<file path="config.mk">
export PLATFORM = sky130hd
export DESIGN_NAME = head_module
export DESIGN_NICKNAME = d
export VERILOG_FILES = /design/src/rtl/head_module_pkg.sv /design/src/rtl/head_module_seg7_decoder.sv /design/src/rtl/head_module.sv
export SDC_FILE = /design/constraint.sdc
export NUM_CORES = 1
export LEC_CHECK = 0
export CELL_PAD_IN_SITES_DETAIL_PLACEMENT = 1
export CELL_PAD_IN_SITES_GLOBAL_PLACEMENT = 1
export CORE_MARGIN = 2
export CORE_UTILIZATION = 44
export DETAILED_ROUTE_END_ITERATION = 8
export PLACE_DENSITY_LB_ADDON = 0.25
export SYNTH_ARGS = -nofsm -noshare
export SYNTH_HDL_FRONTEND = slang
export SYNTH_SLANG_ARGS = --single-unit
</file>
<file path="constraint.sdc">
create_clock -name clk -period 4.8 [get_ports clk]
set_input_delay 1.44 -clock clk [delete_from_list [all_inputs] [get_ports clk]]
set_output_delay 1.44 -clock clk [all_outputs]
set_load 0.05 [all_outputs]
</file>
<file path="src/rtl/head_module_pkg.sv">
// Shared constants for the vending head: prices, reset stock, status codes and 7-segment patterns.
package head_module_pkg;
  localparam int NUM_PROD = 8;
  localparam logic [3:0] STOCK_RST = 4'd5;
  localparam logic [6:0] REV_MAX = 7'd99;

  typedef enum logic [2:0] {
    ST_IDLE     = 3'd0,
    ST_SOLD     = 3'd1,
    ST_NO_MONEY = 3'd2,
    ST_NO_STOCK = 3'd3,
    ST_REVENUE  = 3'd4,
    ST_SUPPLY   = 3'd5,
    ST_CONFLICT = 3'd6
  } status_t;

  function automatic logic [3:0] price(input logic [2:0] p);
    case (p)
      3'd0: price = 4'd3;
      3'd1: price = 4'd4;
      3'd2: price = 4'd5;
      3'd3: price = 4'd7;
      3'd4: price = 4'd8;
      3'd5: price = 4'd10;
      3'd6: price = 4'd12;
      default: price = 4'd15;
    endcase
  endfunction

  // Segment order a=bit0 .. g=bit6, active high; non-decimal codes blank.
  function automatic logic [6:0] digit_seg(input logic [3:0] d);
    case (d)
      4'd0: digit_seg = 7'b0111111;
      4'd1: digit_seg = 7'b0000110;
      4'd2: digit_seg = 7'b1011011;
      4'd3: digit_seg = 7'b1001111;
      4'd4: digit_seg = 7'b1100110;
      4'd5: digit_seg = 7'b1101101;
      4'd6: digit_seg = 7'b1111101;
      4'd7: digit_seg = 7'b0000111;
      4'd8: digit_seg = 7'b1111111;
      4'd9: digit_seg = 7'b1101111;
      default: digit_seg = 7'b0000000;
    endcase
  endfunction
endpackage

</file>
<file path="src/rtl/head_module_seg7_decoder.sv">
// 4-bit decimal digit to active-high 7-segment pattern.
module seg7_decoder
  import head_module_pkg::*;
(
  input  logic [3:0] digit,
  output logic [6:0] seg
);
  assign seg = digit_seg(digit);
endmodule

</file>
<file path="src/rtl/head_module.sv">
// Vending head: edge-triggered customer/owner actions, per-product stock, revenue and 3-digit display.
// Optional REVENUE_CLEAR_EN: an owner money readout also clears revenue.
module head_module
  import head_module_pkg::*;
(
  input  logic       clk,
  input  logic       rst,
  input  logic       costumer_mode,
  input  logic       owner_money_mode,
  input  logic       owner_supply_mode,
  input  logic [2:0] product,
  input  logic [3:0] costumer_money,
  input  logic [3:0] quantitiy,
  output logic [6:0] seg1,
  output logic [6:0] seg2,
  output logic [6:0] seg3
);
  logic [2:0] modes, prev, armed, req;
  logic       multi;
  logic [NUM_PROD-1:0][3:0] stock;
  logic [6:0] revenue, value;
  status_t    status;

  logic [3:0] price_sel, cur_stock, change, sup_next;
  logic [7:0] rev_sum;
  logic [6:0] rev_next;
  logic [4:0] sup_sum;

  assign modes = {owner_supply_mode, owner_money_mode, costumer_mode};
  // armed blocks a level held across reset until it has been seen low once
  assign req   = modes & ~prev & armed;
  assign multi = (modes[0] & modes[1]) | (modes[0] & modes[2]) | (modes[1] & modes[2]);

  assign price_sel = price(product);
  assign cur_stock = stock[product];
  assign change    = costumer_money - price_sel;
  assign rev_sum   = {1'b0, revenue} + {4'b0, price_sel};
  assign rev_next  = (rev_sum > {1'b0, REV_MAX}) ? REV_MAX : rev_sum[6:0];
  assign sup_sum   = {1'b0, cur_stock} + {1'b0, quantitiy};
  assign sup_next  = sup_sum[4] ? 4'd15 : sup_sum[3:0];

  always_ff @(posedge clk) begin
    if (rst) begin
      stock   <= {NUM_PROD{STOCK_RST}};
      revenue <= '0;
      prev    <= '0;
      armed   <= ~modes;
      status  <= ST_IDLE;
      value   <= '0;
    end else begin
      prev  <= modes;
      armed <= armed | ~modes;
      if (|req) begin
        if (multi) begin
          status <= ST_CONFLICT;
          value  <= '0;
        end else if (req[0]) begin
          if (cur_stock == 4'd0) begin
            status <= ST_NO_STOCK;
            value  <= {3'b0, costumer_money};
          end else if (costumer_money < price_sel) begin
            status <= ST_NO_MONEY;
            value  <= {3'b0, costumer_money};
          end else begin
            stock[product] <= cur_stock - 4'd1;
            revenue        <= rev_next;
            status         <= ST_SOLD;
            value          <= {3'b0, change};
          end
        end else if (req[1]) begin
          status <= ST_REVENUE;
          value  <= revenue;
`ifdef REVENUE_CLEAR_EN
          revenue <= '0;
`else
          revenue <= revenue;
`endif
        end else begin
          stock[product] <= sup_next;
          status         <= ST_SUPPLY;
          value          <= {3'b0, sup_next};
        end
      end
    end
  end

  logic [2:0][3:0] digits;
  logic [2:0][6:0] segs;
  assign digits[2] = {1'b0, status};
  assign digits[1] = 4'(value / 7'd10);
  assign digits[0] = 4'(value % 7'd10);

  for (genvar i = 0; i < 3; i++) begin : g_dec
    seg7_decoder u_dec (.digit(digits[i]), .seg(segs[i]));
  end

  assign seg1 = segs[2];
  assign seg2 = segs[1];
  assign seg3 = segs[0];
endmodule

</file>
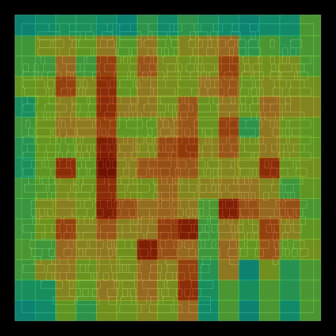
Figure 1: run 1, routing congestion.
busiest metal layer after global routing: met2
met2 track utilization from global routing: 40.4%

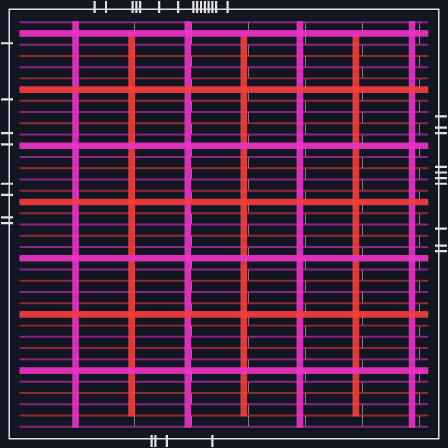
Figure 2: run 1, power grid.
Pins as bars on the die edge. Tap cells in gray.
| net | color |
|---|---|
| VSS | magenta |
| VDD | red |
rows: 36
met5 straps: 7
tap cells: 133
signal pins: 37
peak ir drop on the vdd network: 0.000174 V
height of the chip: 104 microns
die width: 104 microns
Floorplan Core Area: 0.00968 sq mm

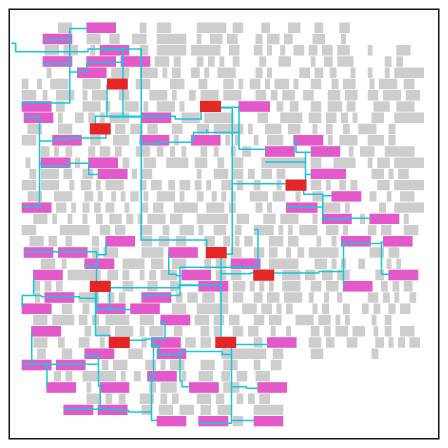
Figure 3: run 1, clock network drawn from the DEF.
[clock wires] cyan | length: 935 microns
[clock drivers] red | count: 9
[flip-flops] magenta | count: 62
flops lie: spread over the die

==> reports/metrics.cfg, run 1 <==
[run_status]
run_status=completed

[synthesis]
flop_cell=sky130_fd_sc_hd__dfxtp_1
yosysCellCount=520
synthesis.yosys.warnings=0
ys_top_cells_by_count=sky130_fd_sc_hd__dfxtp_1 (62), sky130_fd_sc_hd__o21ai_0 (54), sky130_fd_sc_hd__inv_1 (41)
ys_ff=62
synth_area_leader_cell=sky130_fd_sc_hd__dfxtp_1
netlist.area_leader.share_pct=28.4
enable_flop_cells=0
yosys.stat.chipArea_sq_mm=0.00436
synth_sequential_area_ratio_pct=28.4
ys_types=75
post_synth_main_area_contributors=sky130_fd_sc_hd__dfxtp_1 (28%), sky130_fd_sc_hd__ha_1 (8.9%), sky130_fd_sc_hd__mux2i_1 (6.4%), sky130_fd_sc_hd__o21ai_0 (6.2%), sky130_fd_sc_hd__inv_1 (3.5%)
postSynthCellCount=520
asyncSetResetFlopFracSynth_pct=0
netlist_area_sq_mm=0.00436
postSynthAreaPerCell_sq_um=8.39
yosys.cell_count.top_type=sky130_fd_sc_hd__dfxtp_1

[detailed_routing]
drcViolationCount=0
drtAntennaViolNets=0
route.detailed.vias_per_inst=5.74
initialDrtViolationCount=194
route.final.wire_length_microns=12500
drt_pass1_iterations=4
total_number_of_vias=4081

[floorplanning]
rows=36
fp_util_pct=45.1
design.portCount=37

[flow_run]
maxCapViolCount=0
log.warning_count=41

[timing]
grt_setup_unrepaired=true
finalCritPeriodShare_pct=96.1
slew_headroom_pct=26.7
max_clock_freq_mhz=217
final.min_clock_period_ns=4.61
setup_viol=0
sum_of_negative_setup_slack_ns=0
drv_slew=0
post-route-worst-setup-slack_ns=0.189
clock-skew-final_ns=0.0138
timing_worst_slew_pin_value_ns=1.10

[critical_path]
critPathCaptureType=output pin
worstPathCellList=or3b_4, a31oi_1, a221oi_2, ha_2, inv_1, o221a_2, o21ai_0, o311ai_1, inv_1, ha_1, mux2_2, o21ai_2, buf_12
crit_family=AND-OR/OR-AND gates
crit_buf_inv=3
critical-path-slowest-cell=sky130_fd_sc_hd__or3b_4
path_class=reg2out
data_required_time_at_the_worst_endpoint_ns=3.36
worst_path_largest_cell_delay_ns=0.42
cp-start-kind=flip-flop
worst_path_most_repeated_cell=sky130_fd_sc_hd__inv_1
timing.critical_path.fanout_max=12
worst_ep_arrival_time_ns=3.17

[layout]
insertedDiodeCount=0
final_core_util_pct=55.8
nNetsFinal=623
layout-area-overhead-vs-synth_pct=23.9
fin_cells=711
drive_above_1_share_pct=18.7

[placed_design]
postPlaceCellArea_sq_mm=0.00512
placed_cells=693
place.gp.congestion=0.809
hpwlAfterDp_microns=9230

[global_routing]
grt_pass1_wl_microns=21000
first_global_vias=4174
grt_overflow_total=0
grt_usage_pct=23.7

[min_path]
holdCritPathClass=reg2reg

[clocking]
post_cts.repair.setup_buffers=1
cts-htree-levels=3
postCtsHoldBufs=0
tritoncts=built
postCtsResizedCells=1
clock_insertion_delay_worst_skew_ns=0.35
cts_buffers=9
cts.path.max_buffers=2

[power_and_ir_drop]
totalPowerFinal_mw=1.75
total_power_density_per_cell_area_mw_per_mm2=324

## run 1: report_power, final
group	internal [mW]	leakage (nW)	switching (mW)	total [mW]
clock	0.337	0.119	0.222	0.559
combinational	0.265	1.61	0.372	0.637
sequential	0.540	0.508	0.0169	0.557
total	1.14	2.23	0.611	1.75
## run 1: state kept, by name, indices dropped and copies added, names as in the netlist
name and cells:
g_dec.u_dec.seg 7, prev 3, status 3, armed 3, value 7, stock 32
revenue 7
## run 1: placed cells by master (no fill, tap or decap), types with 4 or more instances in the layout
cell,instances
sky130_fd_sc_hd__o21ai_1,7
sky130_fd_sc_hd__ha_1,30
sky130_fd_sc_hd__clkdlybuf4s50_1,21
sky130_fd_sc_hd__o21ai_0,48
sky130_fd_sc_hd__mux2_2,6
sky130_fd_sc_hd__a21o_1,8
sky130_fd_sc_hd__nor2b_1,10
sky130_fd_sc_hd__mux2i_1,28
sky130_fd_sc_hd__nand3_1,10
sky130_fd_sc_hd__nor2_1,39
sky130_fd_sc_hd__a22oi_1,6
sky130_fd_sc_hd__nor3_1,8
sky130_fd_sc_hd__a221oi_1,5
sky130_fd_sc_hd__xnor2_1,7
sky130_fd_sc_hd__a31oi_1,8
sky130_fd_sc_hd__nand2_1,31
sky130_fd_sc_hd__o21ai_2,4
sky130_fd_sc_hd__a211oi_1,8
sky130_fd_sc_hd__inv_1,41
sky130_fd_sc_hd__nand2b_1,11
sky130_fd_sc_hd__o22ai_1,4
sky130_fd_sc_hd__buf_12,13
sky130_fd_sc_hd__dfxtp_1,59
sky130_fd_sc_hd__clkbuf_8,12
sky130_fd_sc_hd__nand3b_1,15
sky130_fd_sc_hd__a21oi_1,23
sky130_fd_sc_hd__buf_4,36
## run 1: area by class of cell
type	instances	area (sq um)
clock buffers	12	165
clock inverters	4	76.3
fillers	1151	4280
inverters	42	158
multi-input cells	387	2850
flip-flops and latches	62	1250
well taps	133	166
repair buffers	71	746
## run 1: cell families (layout without fill, tap and decap cells)
family,count (synthesis),in the layout,synth area share (%)
flops,62,62,28.4
xor+xnor,9,9,1.81
mux,37,37,9.35
fa+ha+maj,35,35,10.5
buf+inv,71,129,6.97
simple gates,148,148,18.3
compound gates,158,158,24.6
## run 1: per-layer routing
layer / vias up / GRT usage (%) / wire (microns)
li1: 1974 / - / -
met1: 2035 / 31.2 / 5820
met2: 53 / 40.4 / 6190
met3: 19 / 3.78 / 344
met4: 0 / 6.66 / 181
met5: - / 0 / 0
## run 1: final timing paths
kind | endpoint | from | cells past startpoint | slack [ns]
setup / recovery | seg3[6] | value[6]$_SDFFE_PP0N_ | 13 | 0.19
hold / removal | stock[25]$_SDFFE_PP0P_ | stock[25]$_SDFFE_PP0P_ | 2 | 0.48
setup reg to reg | g_dec[2].u_dec.seg[4]$_DFF_P_ | stock[25]$_SDFFE_PP0P_ | 10 | 1.89
hold reg to reg | stock[25]$_SDFFE_PP0P_ | stock[25]$_SDFFE_PP0P_ | 2 | 0.48
## run 1: tightest hold or removal path, cell delays in order, from the launching register on
cell,delay (ns)
sky130_fd_sc_hd__dfxtp_1,0.31
sky130_fd_sc_hd__nand2b_1,0.06
sky130_fd_sc_hd__mux2i_1,0.06
==> inputs of run 2 (changes only) <==
CAP_MARGIN = 0   (was unset)
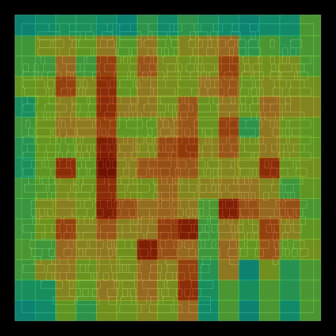
Figure 4: run 2, routing congestion.
routed wire length per instance: 17.6 microns
global-route track usage on met1: 31.2%
gr usage total: 23.7%
fraction of the core area covered by cells at the end of the flow: 55.8%
GR met3 Demand/Resource: 3.78%

==> run 2 against run 1 <==
Power is the same. First-iteration DRC count did not move. Clock-buffer cell count is the same. Non-clock buffer count unchanged. Area after synthesis did not move. Routed wire length unchanged. Via count unchanged. Critical path type unchanged.
==> reports/metrics.cfg, run 2 <==
[placed_design]
hpwlAfterDp_microns=9230
place.gp.congestion=0.809
placed_cells=693

[synthesis]
muxShareOfSynthArea_pct=9.35
yosys.cell_count.top_type=sky130_fd_sc_hd__dfxtp_1
ys_types=75
ys_sh_aoi_pct=24.6
synth_sequential_area_ratio_pct=28.4
area_share_of_and_or_nand_nor_cells_after_synthesis_pct=18.3
xor_xnor_area_share_pct=1.81
enable_flop_cells=0
netlist.area_leader.share_pct=28.4
flop_cell=sky130_fd_sc_hd__dfxtp_1
synthesis.yosys.warnings=0
asyncSetResetFlopFracSynth_pct=0
ys_top_cells_by_count=sky130_fd_sc_hd__dfxtp_1 (62), sky130_fd_sc_hd__o21ai_0 (54), sky130_fd_sc_hd__inv_1 (41)
synth.logic.top_family=AND-OR/OR-AND gates

[timing]
slew_headroom_pct=26.7
final.min_clock_period_ns=4.61
setup_viol=0
post-route-worst-setup-slack_ns=0.189
drv_slew=0

[layout]
max_flop_register=stock
filler_cell_count=1151
layout-area-overhead-vs-synth_pct=23.9

[flow_run]
log.warning_count=41

[critical_path]
r2r_setup_slack_ns=1.89
data_required_time_at_the_worst_endpoint_ns=3.36
path_class=reg2out
critical-path-slowest-cell=sky130_fd_sc_hd__or3b_4
worst_path_most_repeated_cell=sky130_fd_sc_hd__inv_1
crit-reg2reg-launch=stock[25]$_SDFFE_PP0P_

[run_status]
run_status=completed

[detailed_routing]
initialDrtViolationCount=194
drt_pass1_iterations=4

[floorplanning]
floorplan.core_area_sq_mm=0.00968
design.portCount=37
die_width_microns=104

[power_and_ir_drop]
totalPowerFinal_mw=1.75

[clocking]
postCtsHoldBufs=0
cts-htree-levels=3
tritoncts=built

[global_routing]
grt_overflow_total=0
busiest_layer=met2
grtUsageMet2_pct=40.4

[min_path]
hp-start=stock[25]$_SDFFE_PP0P_
holdCritPathClass=reg2reg

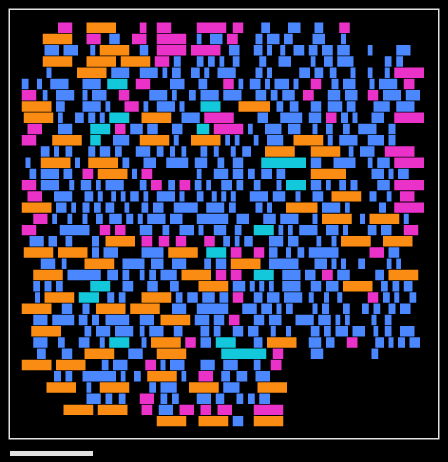
Figure 5: run 2, placed cells, one color a class.
Bar = 20 microns.
| class | color | cells |
|---|---|---|
| flops | orange | 62 |
| other buffers and delay cells | magenta | 71 |
| combinational and other logic | blue | 429 |
| clock drivers and dummy loads | cyan | 16 |

-- run 2: cell counts after synthesis --
Identical to the previous run, type by type.
-- run 2: tightest hold or removal path, stage by stage (launching register included) --
cell	delay, ns
sky130_fd_sc_hd__dfxtp_1	0.31
sky130_fd_sc_hd__nand2b_1	0.06
sky130_fd_sc_hd__mux2i_1	0.06
-- run 2: worst min-delay path by stage --
stage	endpoint	cells after the start
3_5_place_dp	stock[25]$_SDFFE_PP0P_	2
5_1_grt	stock[25]$_SDFFE_PP0P_	2
6_report	stock[25]$_SDFFE_PP0P_	2
4_1_cts	stock[25]$_SDFFE_PP0P_	2
3_3_place_gp	armed[0]$_DFF_P_	2
2_1_floorplan	stock[31]$_SDFFE_PP0P_	2
-- run 2: cell type report --
class | instances | area, sq um | share of cell area [%]
Clock inverter | 4 | 76.3 | 1.41
Sequential cell | 62 | 1250 | 23.1
Timing Repair Buffer | 71 | 746 | 13.8
Clock buffer | 12 | 165 | 3.05
Multi-Input combinational cell | 387 | 2850 | 52.7
Inverter | 42 | 158 | 2.92
Tap cell | 133 | 166 | 3.08
-- run 2: kinds of logic after synthesis --
logic type,after synthesis
AND/OR/NAND/NOR,148
adder cells (fa/ha/maj),35
XOR/XNOR,9
buffers and inverters,71
AND-OR/OR-AND,158
flip-flops,62
multiplexers,37
-- run 2: metrics by stage --
step / utilization (%) / setup TNS, ns / hold WS (ns)
after detailed placement: 52.9 / 0 / 0.469
final: 55.8 / 0 / 0.482
after global placement: 52.9 / 0 / 0.456
after CTS: 55.5 / 0 / 0.481
after global routing: 55.8 / -0.0209 / 0.495
after floorplan: - / -0.151 / 0.444
-- run 2: layer usage --
layer,vias to the layer above,share of wire [%]
li1,1974,-
met1,2035,46
met2,53,49
met3,19,2.7
met4,0,1.4
met5,-,0
-- run 2: timing repair --
item / in CTS / in global routing
gates resized: 1 / 9
pin swaps: 1 / 2
setup buffers: 1 / 1
hold endpoints to repair: 0 / 0
setup endpoints to repair: 4 / 5
-- run 2: where the power goes --
part           switching [mW]  leakage [nW]  internal [mW]
clock                   0.222         0.119          0.337
sequential             0.0169         0.508          0.540
combinational           0.372          1.61          0.265
Power and IR drop assume default switching activity.
